File: src/rtl/ram_ctrl_pkg.sv
// Shared encodings for the RAM copy engine: op codes, FSM states, default widths.
package ram_ctrl_pkg;

  localparam int ADDR_W_DEF = 6;
  localparam int DATA_W_DEF = 8;

  localparam logic [1:0] OP_FILL = 2'b00;
  localparam logic [1:0] OP_COPY = 2'b01;
  localparam logic [1:0] OP_SUM  = 2'b10;
  localparam logic [1:0] OP_RSVD = 2'b11;

  typedef enum logic [3:0] {
    ST_IDLE,
    ST_FILL_WR,
    ST_CPY_RD,
    ST_CPY_WR,
    ST_SUM_RD,
    ST_SUM_TAIL,
    ST_VFY_RD,
    ST_VFY_TAIL,
    ST_DONE
  } state_e;

endpackage

File: src/rtl/ram_addr_gen.sv
// Base/index address generator: wrapped RAM address plus first/last beat flags.
module ram_addr_gen
  import ram_ctrl_pkg::*;
#(
  parameter int ADDR_W = ADDR_W_DEF
) (
  input  logic              clk,
  input  logic              rst_n,
  input  logic              load,
  input  logic [ADDR_W-1:0] src_in,
  input  logic [ADDR_W-1:0] dst_in,
  input  logic [ADDR_W:0]   len_in,
  input  logic              sel_dst,
  input  logic              step,
  input  logic              rewind,
  output logic [ADDR_W-1:0] addr,
  output logic              first,
  output logic              last
);

  logic [ADDR_W-1:0] src_q, src_d;
  logic [ADDR_W-1:0] dst_q, dst_d;
  logic [ADDR_W:0]   len_q, len_d;
  logic [ADDR_W:0]   idx_q, idx_d;

  always_comb begin
    src_d = src_q;
    dst_d = dst_q;
    len_d = len_q;
    idx_d = idx_q;
    if (load) begin
      src_d = src_in;
      dst_d = dst_in;
      len_d = len_in;
      idx_d = '0;
    end else if (rewind) begin
      idx_d = '0;
    end else if (step) begin
      idx_d = idx_q + (ADDR_W+1)'(1);
    end
  end

  always_ff @(posedge clk) begin
    if (!rst_n) begin
      src_q <= '0;
      dst_q <= '0;
      len_q <= '0;
      idx_q <= '0;
    end else begin
      src_q <= src_d;
      dst_q <= dst_d;
      len_q <= len_d;
      idx_q <= idx_d;
    end
  end

  // Truncating the sum gives the modulo-depth wrap for free.
  assign addr  = (sel_dst ? dst_q : src_q) + idx_q[ADDR_W-1:0];
  assign first = (idx_q == '0);
  assign last  = (idx_q == len_q - (ADDR_W+1)'(1));

endmodule

File: src/rtl/ram_copy_engine.sv
// FILL / COPY / CHECKSUM master for a single-port synchronous RAM.
// Optional readback verify after FILL: define RAM_COPY_READBACK_VERIFY_EN.
module ram_copy_engine
  import ram_ctrl_pkg::*;
#(
  parameter int ADDR_W = ADDR_W_DEF,
  parameter int DATA_W = DATA_W_DEF
) (
  input  logic                     clk,
  input  logic                     rst_n,
  input  logic                     start,
  input  logic [1:0]               op,
  input  logic [ADDR_W-1:0]        src_addr,
  input  logic [ADDR_W-1:0]        dst_addr,
  input  logic [ADDR_W:0]          len,
  input  logic [DATA_W-1:0]        fill_data,
  output logic                     busy,
  output logic                     done,
  output logic                     err,
  output logic [DATA_W+ADDR_W-1:0] result,
  output logic [DATA_W-1:0]        mem_wdata,
  output logic [ADDR_W-1:0]        mem_addr,
  output logic                     mem_cs,
  output logic                     mem_we,
  input  logic [DATA_W-1:0]        mem_rdata
);

  localparam int              SUM_W = DATA_W + ADDR_W;
  localparam logic [ADDR_W:0] DEPTH = (ADDR_W+1)'(2**ADDR_W);

  function automatic logic [SUM_W-1:0] zext(input logic [DATA_W-1:0] b);
    return {{ADDR_W{1'b0}}, b};
  endfunction

  state_e            state_q, state_d;
  logic [DATA_W-1:0] fill_q, fill_d;
  logic              err_q, err_d;
  logic [SUM_W-1:0]  sum_q, sum_d;

  logic              gen_load, gen_step, gen_rewind, gen_sel_dst;
  logic              gen_first, gen_last;
  logic [ADDR_W-1:0] gen_addr;
  logic              cs_c, we_c;
  logic [DATA_W-1:0] wdata_c;
  logic              cmd_bad;

  assign cmd_bad = (len == '0) || (len > DEPTH) || (op == OP_RSVD);

  ram_addr_gen #(.ADDR_W(ADDR_W)) u_addr_gen (
    .clk     (clk),
    .rst_n   (rst_n),
    .load    (gen_load),
    .src_in  (src_addr),
    .dst_in  (dst_addr),
    .len_in  (len),
    .sel_dst (gen_sel_dst),
    .step    (gen_step),
    .rewind  (gen_rewind),
    .addr    (gen_addr),
    .first   (gen_first),
    .last    (gen_last)
  );

  always_comb begin
    state_d     = state_q;
    fill_d      = fill_q;
    err_d       = err_q;
    sum_d       = sum_q;
    gen_load    = 1'b0;
    gen_step    = 1'b0;
    gen_rewind  = 1'b0;
    gen_sel_dst = 1'b0;
    cs_c        = 1'b0;
    we_c        = 1'b0;
    wdata_c     = '0;
    case (state_q)
      ST_IDLE: begin
        if (start) begin
          gen_load = 1'b1;
          fill_d   = fill_data;
          sum_d    = '0;
          err_d    = cmd_bad;
          if (cmd_bad)             state_d = ST_DONE;
          else if (op == OP_FILL)  state_d = ST_FILL_WR;
          else if (op == OP_COPY)  state_d = ST_CPY_RD;
          else                     state_d = ST_SUM_RD;
        end
      end
      ST_FILL_WR: begin
        cs_c        = 1'b1;
        we_c        = 1'b1;
        gen_sel_dst = 1'b1;
        wdata_c     = fill_q;
        if (gen_last) begin
`ifdef RAM_COPY_READBACK_VERIFY_EN
          gen_rewind = 1'b1;
          state_d    = ST_VFY_RD;
`else
          state_d    = ST_DONE;
`endif
        end else begin
          gen_step = 1'b1;
        end
      end
      ST_CPY_RD: begin
        cs_c    = 1'b1;
        state_d = ST_CPY_WR;
      end
      ST_CPY_WR: begin
        // Write back the byte the RAM registered from the preceding read.
        cs_c        = 1'b1;
        we_c        = 1'b1;
        gen_sel_dst = 1'b1;
        wdata_c     = mem_rdata;
        if (gen_last) begin
          state_d = ST_DONE;
        end else begin
          gen_step = 1'b1;
          state_d  = ST_CPY_RD;
        end
      end
      ST_SUM_RD: begin
        cs_c = 1'b1;
        if (!gen_first) sum_d = sum_q + zext(mem_rdata);
        if (gen_last) state_d  = ST_SUM_TAIL;
        else          gen_step = 1'b1;
      end
      ST_SUM_TAIL: begin
        sum_d   = sum_q + zext(mem_rdata);
        state_d = ST_DONE;
      end
`ifdef RAM_COPY_READBACK_VERIFY_EN
      ST_VFY_RD: begin
        cs_c        = 1'b1;
        gen_sel_dst = 1'b1;
        if (!gen_first && (mem_rdata != fill_q)) err_d = 1'b1;
        if (gen_last) state_d  = ST_VFY_TAIL;
        else          gen_step = 1'b1;
      end
      ST_VFY_TAIL: begin
        if (mem_rdata != fill_q) err_d = 1'b1;
        state_d = ST_DONE;
      end
`endif
      ST_DONE: state_d = ST_IDLE;
      default: state_d = ST_IDLE;
    endcase
  end

  always_ff @(posedge clk) begin
    if (!rst_n) begin
      state_q <= ST_IDLE;
      fill_q  <= '0;
      err_q   <= 1'b0;
      sum_q   <= '0;
    end else begin
      state_q <= state_d;
      fill_q  <= fill_d;
      err_q   <= err_d;
      sum_q   <= sum_d;
    end
  end

  assign busy      = (state_q != ST_IDLE) && (state_q != ST_DONE);
  assign done      = (state_q == ST_DONE);
  assign err       = done && err_q;
  assign result    = sum_q;
  assign mem_cs    = cs_c;
  assign mem_we    = we_c;
  assign mem_addr  = cs_c ? gen_addr : '0;
  assign mem_wdata = wdata_c;

endmodule
File: config.mk
export PLATFORM = sky130hd
export DESIGN_NAME = ram_copy_engine
export DESIGN_NICKNAME = d
export VERILOG_FILES = /design/src/rtl/ram_ctrl_pkg.sv /design/src/rtl/ram_addr_gen.sv /design/src/rtl/ram_copy_engine.sv
export SDC_FILE = /design/constraint.sdc
export NUM_CORES = 1
export LEC_CHECK = 0
export CORE_UTILIZATION = 51
export DETAILED_ROUTE_END_ITERATION = 12
export GPL_ROUTABILITY_DRIVEN = 1
export PLACE_DENSITY = 0.84
export SETUP_SLACK_MARGIN = 0.15
export SYNTH_ARGS = -nofsm -noshare
export SYNTH_HDL_FRONTEND = slang
export SYNTH_SLANG_ARGS = --single-unit
File: constraint.sdc
create_clock -name clk -period 4.4 [get_ports clk]
set_input_delay 1.32 -clock clk [delete_from_list [all_inputs] [get_ports clk]]
set_output_delay 1.32 -clock clk [all_outputs]
set_load 0.01 [all_outputs]
==> metrics.cfg, run 1 <==
[cells_and_area]
seq_share=0.248
num-nonclk-buffers=81
flops=53
area.growth.synth_to_final_pct=27.1
layout.area.comb_um2=2140
n_antenna_cell=0
drive_gt1_frac=0.0742
filler_cell_count=528
regArea_um2=1060
lay_top_cells=69 x nand2_1, 68 x clkdlybuf4s50_1, 53 x dfxtp_1
fin_cells=562

[critical_path]
arrival_ns=2.79
critPathMostFrequentCell=inv_1
path_cells=nand2b_1, or2_4, inv_4, mux2_2, ha_1, inv_1, fa_2, inv_1, a21o_1, a21oi_2, xor2_1, nor2_1, clkdlybuf4s15_1
crit_path_start_kind=flip-flop
max_stage_delay_ns=0.34
crit_buf_inv=4
reg2reg_to=result[13]
cp_max_fo=6
cp.required_ns=3.08

[place]
hpwl_mm=6.34
portBuffers=72
postPlaceCellArea_um2=4150
place_inst=554

[synthesis]
synth_flops=53
syn_avg_cell_area_um2=8.01
aoi_share=0.217
synthXorXnorAreaFrac=0.0508
ff_type=dfxtp_1
synth-edff-count=0
ys_cells=421
common_cells=69 x nand2_1, 53 x dfxtp_1, 29 x a21boi_0
top_cell_area_share=0.315
area_leaders=dfxtp_1 31%, nand2_1 7.7%, a21boi_0 6.5%, ha_1 5.9%, mux2i_1 4.2%
ys_seq_frac=0.315
syn-cell-area_um2=3370

[clocking]
cts.reportedPaths.clkPinSlew_ns=0.10
cts_hold_buf=0
postCtsSetupBuffers=0
cts_root_buf=clkbuf_8
cts_max_path_buffers=2

[power_and_ir_drop]
sw_frac_of_total=0.334
p_sw_mw=0.458
powerSeq_mw=0.559
p_total_mw=1.37

[die]
die_x_um=83.3
io_pins=73

[final_timing]
worstMarginPinSlew_ns=1.11
slew_headroom=0.255
slew_viol_final=0
setup_ws_ns=0.286
clock.fmax_mhz=243
hold_ws_ns=0.468
rsz0062_at_grt=no

[global_routing]
grt_max_degree=36
met2_usage=0.421

[flow_run]
maxCapViolCount=0
warnings=27

[routing]
wirelength_met1_mm=3.96
route.met3.wl_um=423
routedWlPerCell_um=15.4
drc=0
avgViaCountPerCell=5.81
wl_met2_mm=4.14

[min_path]
holdPathEnd=fill_q[3]

[outcome]
status=finished, final reports clean

Run 1, cell classes on the final placement:
Bar = 20 um.
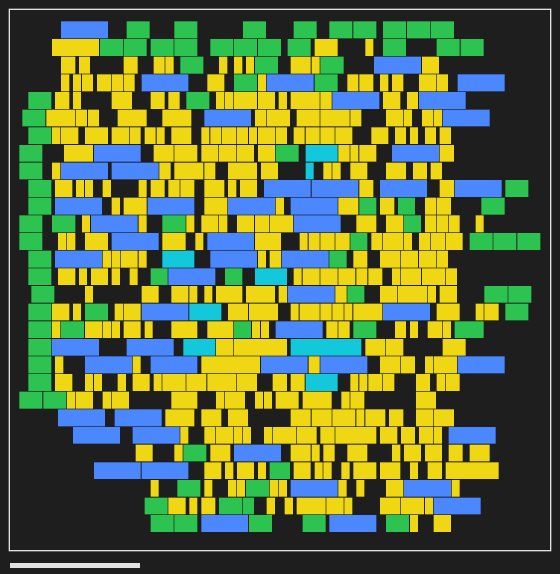
yellow -> all other logic  # cells 343
cyan -> clock drivers and dummy loads  # cells 8
blue -> flops  # cells 53
green -> other buffers and delay cells  # cells 81

Run 1, clock network drawn from the DEF:
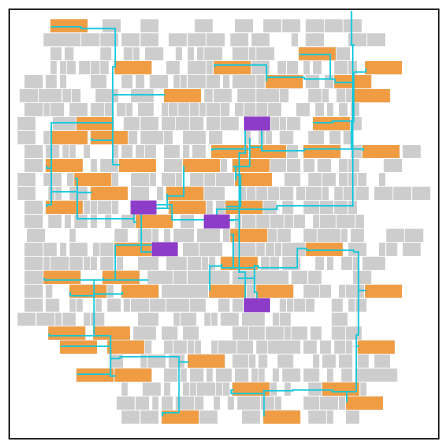
orange -> flip-flops  # count 53
cyan -> clock wires  # length 659 um
purple -> cells driving clock nets  # count 5
flops lie = widely spread
routed clock nets = 6
Fin Clk Skew: 0.00301 ns
clk ins delay skew pair: 0.30 ns
clock network power: 0.350 mW
Clock Power Share: 0.255

Run 1, the clock network:
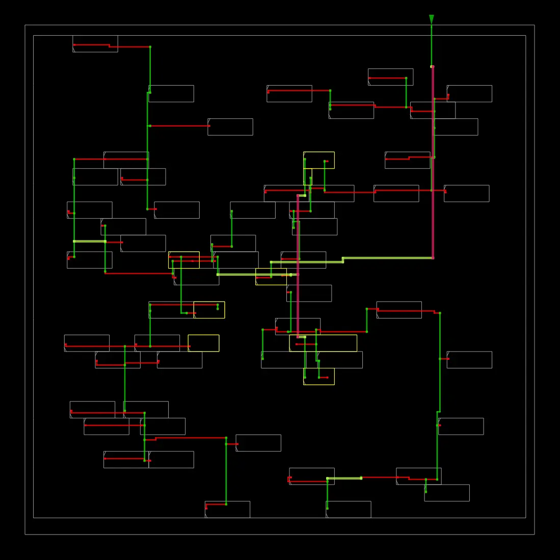
Num CTS Buffers: 5
CLK BUF: 7

Run 1, met1 routing:
Supply wires on this layer in gray.
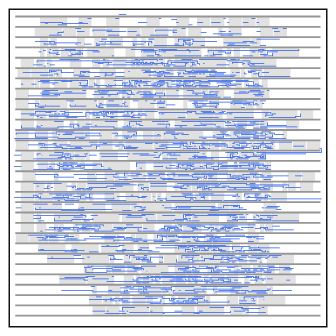
longest straight run = 34.5 um
wire length on this layer = 3960 um
main direction = horizontal

==> run 1 -> run 2 <==
Settings changed: CORE_UTILIZATION 51 to 52, CTS_CLUSTER_DIAMETER from default to 100, DONT_BUFFER_PORTS from default to 1, PLACE_DENSITY 0.84 to 0.71.
Run 2, cell classes on the final placement:
Bar = 20 um.
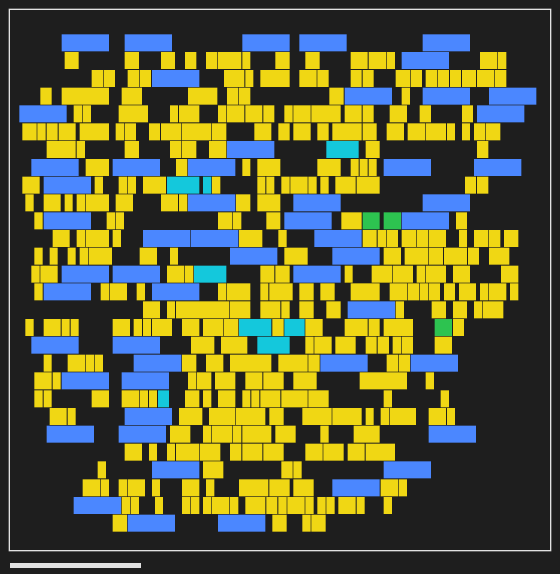
yellow -> all other logic  # cells 343
green -> other buffers and delay cells  # cells 3
cyan -> clock drivers and dummy loads  # cells 8
blue -> flops  # cells 53

Run 2, clock network drawn from the DEF:
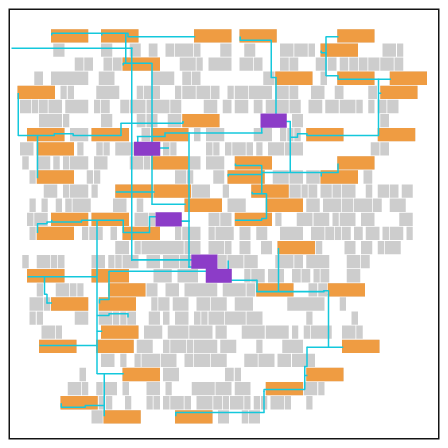
purple -> cells driving clock nets  # count 5
orange -> flip-flops  # count 53
cyan -> clock wires  # length 671 um
routed clock nets = 6
flops lie = widely spread
clock network power: 0.281 mW
Clock Power Share: 0.233
clk ins delay skew pair: 0.31 ns
Fin Clk Skew: 0.00624 ns

==> run 2 against run 1 <==
Against the previous run: combinational power fell by 23%; setup slack improved by 0.055 ns; cell area fell by 19%; global-route usage fell by 1.7 points; sequential power rose by 1%; sequential cell count did not move; total power fell by 12%; critical path type unchanged; register-to-register slack improved by 0.07 ns; largest power group unchanged.
==> metrics.cfg, run 2 <==
[power_and_ir_drop]
p_seq_frac=0.470
powerSeq_mw=0.567
share_comb_of_total_power=0.297
p_sw_mw=0.432
p_total_mw=1.21
sw_frac_of_total=0.358

[critical_path]
cp_max_fo=10
crit_path_start_kind=flip-flop
crit_buf_inv=1
path_cells=nand2b_1, or2_4, inv_6, mux2_2, ha_1, a21o_1, a21oi_2, o21bai_1, a21oi_1, xnor2_1, nor2_2
cp-endpoint=mem_addr[5]
cp.required_ns=3.08
max_stage_delay_ns=0.36
reg2reg_to=result[12]
arrival_ns=2.74

[synthesis]
aoi_share=0.217
synthXorXnorAreaFrac=0.0508
area_leaders=dfxtp_1 31%, nand2_1 7.7%, a21boi_0 6.5%, ha_1 5.9%, mux2i_1 4.2%
common_cells=69 x nand2_1, 53 x dfxtp_1, 29 x a21boi_0
syn-cell-area_um2=3370
ff_type=dfxtp_1
syn_avg_cell_area_um2=8.01
ys_seq_frac=0.315
ys_cells=421
synth-edff-count=0
ys_warn_count=0
top_cell_area_share=0.315

[final_timing]
setup_ws_ns=0.341
clock.fmax_mhz=246
slew_viol_final=0
setup_viol=0
slew_headroom=0.303
rsz0062_at_grt=no
hold_ws_ns=0.470
period_used_share=0.922
worstMarginPinSlew_ns=1.05

[cells_and_area]
regArea_um2=1060
fin_cells=482
seq_share=0.305
buffer_area_frac=0.00647
final-clk-cell-share=0.0248
flops=53
area.growth.synth_to_final_pct=3.15
nClkBuffers=6
layout.area.comb_um2=2120
num-nonclk-buffers=3
comb_share=0.609
lay_top_cells=69 x nand2_1, 53 x dfxtp_1, 29 x a21boi_0
n_antenna_cell=0
drive_gt1_frac=0.0663
filler_cell_count=567

[outcome]
status=finished, final reports clean

[routing]
wirelength_met1_mm=3.44
routedWlPerCell_um=15.8
avgViaCountPerCell=5.88
wl_met2_mm=3.36
drc=0
route.met3.wl_um=654

[clocking]
cts.reportedPaths.clkPinSlew_ns=0.10
postCtsSetupBuffers=0
cts_hold_buf=0
cts_max_path_buffers=2
clock-sinks=53
cts_root_buf=clkbuf_8
cts_buffers=5

[global_routing]
grt_max_degree=46
grt_overflow=0
met2_usage=0.357

[place]
hpwl_mm=5.61
postPlaceCellArea_um2=3380
portBuffers=0
place_congestion=0.858
place_inst=474

[die]
num_tap_cells=75
io_pins=73
die_x_um=82.5

[flow_run]
warnings=27
maxCapViolCount=0

[min_path]
holdPathEnd=fill_q[2]
min_path_cells=2

==> run 2 -> run 3 <==
Settings changed: CELL_PAD_IN_SITES_DETAIL_PLACEMENT from default to 1, CELL_PAD_IN_SITES_GLOBAL_PLACEMENT from default to 1, CORE_UTILIZATION 52 to 47, CTS_CLUSTER_SIZE from default to 24, PLACE_DENSITY 0.71 to default, PLACE_DENSITY_LB_ADDON from default to 0.15.
Run 3, met1 routing:
Supply wires on this layer in gray.
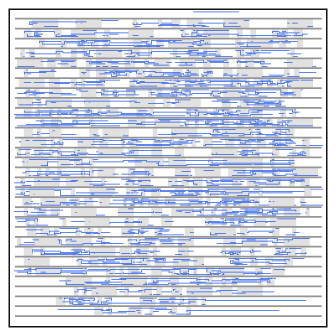
wire length on this layer = 4160 um
share of all routed wire = 46%
main direction = horizontal

Run 3, clock network drawn from the DEF:
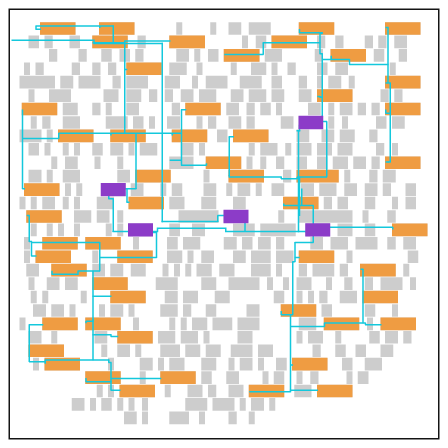
purple -> cells driving clock nets  # count 5
cyan -> clock wires  # length 700 um
orange -> flip-flops  # count 53
flops lie = widely spread
routed clock nets = 6
clock network power: 0.353 mW
Fin Clk Skew: 0.00601 ns
Clock Power Share: 0.272

==> run 3 against run 2 <==
Against the previous run: hold slack lost 0.0054 ns; first-iteration DRC count shrank 50%; sequential cell count is the same; global-route usage grew 1.4 points; highest routed layer unchanged.
==> metrics.cfg, run 3 <==
[outcome]
status=finished, final reports clean

[power_and_ir_drop]
share_comb_of_total_power=0.287
powerSeq_mw=0.573
p_total_mw=1.30
sw_frac_of_total=0.344
p_sw_mw=0.447
p_seq_frac=0.442

[critical_path]
crit_path_start_kind=flip-flop
cp.required_ns=3.08
max_stage_delay_ns=0.41
crit_buf_inv=3
critPathMostFrequentCell=inv_1
arrival_ns=2.77
reg2reg_to=result[12]

[cells_and_area]
final-clk-cell-share=0.0338
drive_gt1_frac=0.0758
nClkBuffers=6
seq_share=0.300
lay_top_cells=69 x nand2_1, 52 x dfxtp_1, 29 x a21boi_0
layout.area.comb_um2=2120
filler_cell_count=877
fin_cells=505
regArea_um2=1060

[final_timing]
setup_ws_ns=0.309
hold_ws_ns=0.465
slew_headroom=0.280
setup_viol=0
clock.fmax_mhz=244
rsz0062_at_grt=no
slew_viol_final=0
period_used_share=0.930

[clocking]
cts_hold_buf=0
cts_root_buf=clkbuf_8
clock-sinks=53
cts.reportedPaths.clkPinSlew_ns=0.10
postCtsSetupBuffers=0

[place]
postPlaceCellArea_um2=3400
place_inst=495
place_congestion=0.833
hpwl_mm=6.89

[synthesis]
ys_warn_count=0
area_leaders=dfxtp_1 31%, nand2_1 7.7%, a21boi_0 6.5%, ha_1 5.9%, mux2i_1 4.2%
synthXorXnorAreaFrac=0.0508
syn_avg_cell_area_um2=8.01
synth-edff-count=0
common_cells=69 x nand2_1, 53 x dfxtp_1, 29 x a21boi_0

[global_routing]
grt_max_degree=46
met2_usage=0.414
grt_overflow=0

[flow_run]
maxCapViolCount=0

[routing]
routedWlPerCell_um=18.0
route.met3.wl_um=474
drc=0

[min_path]
holdPathEnd=fill_q[2]

No activity file was given, so power comes from the tool's default toggle rates.
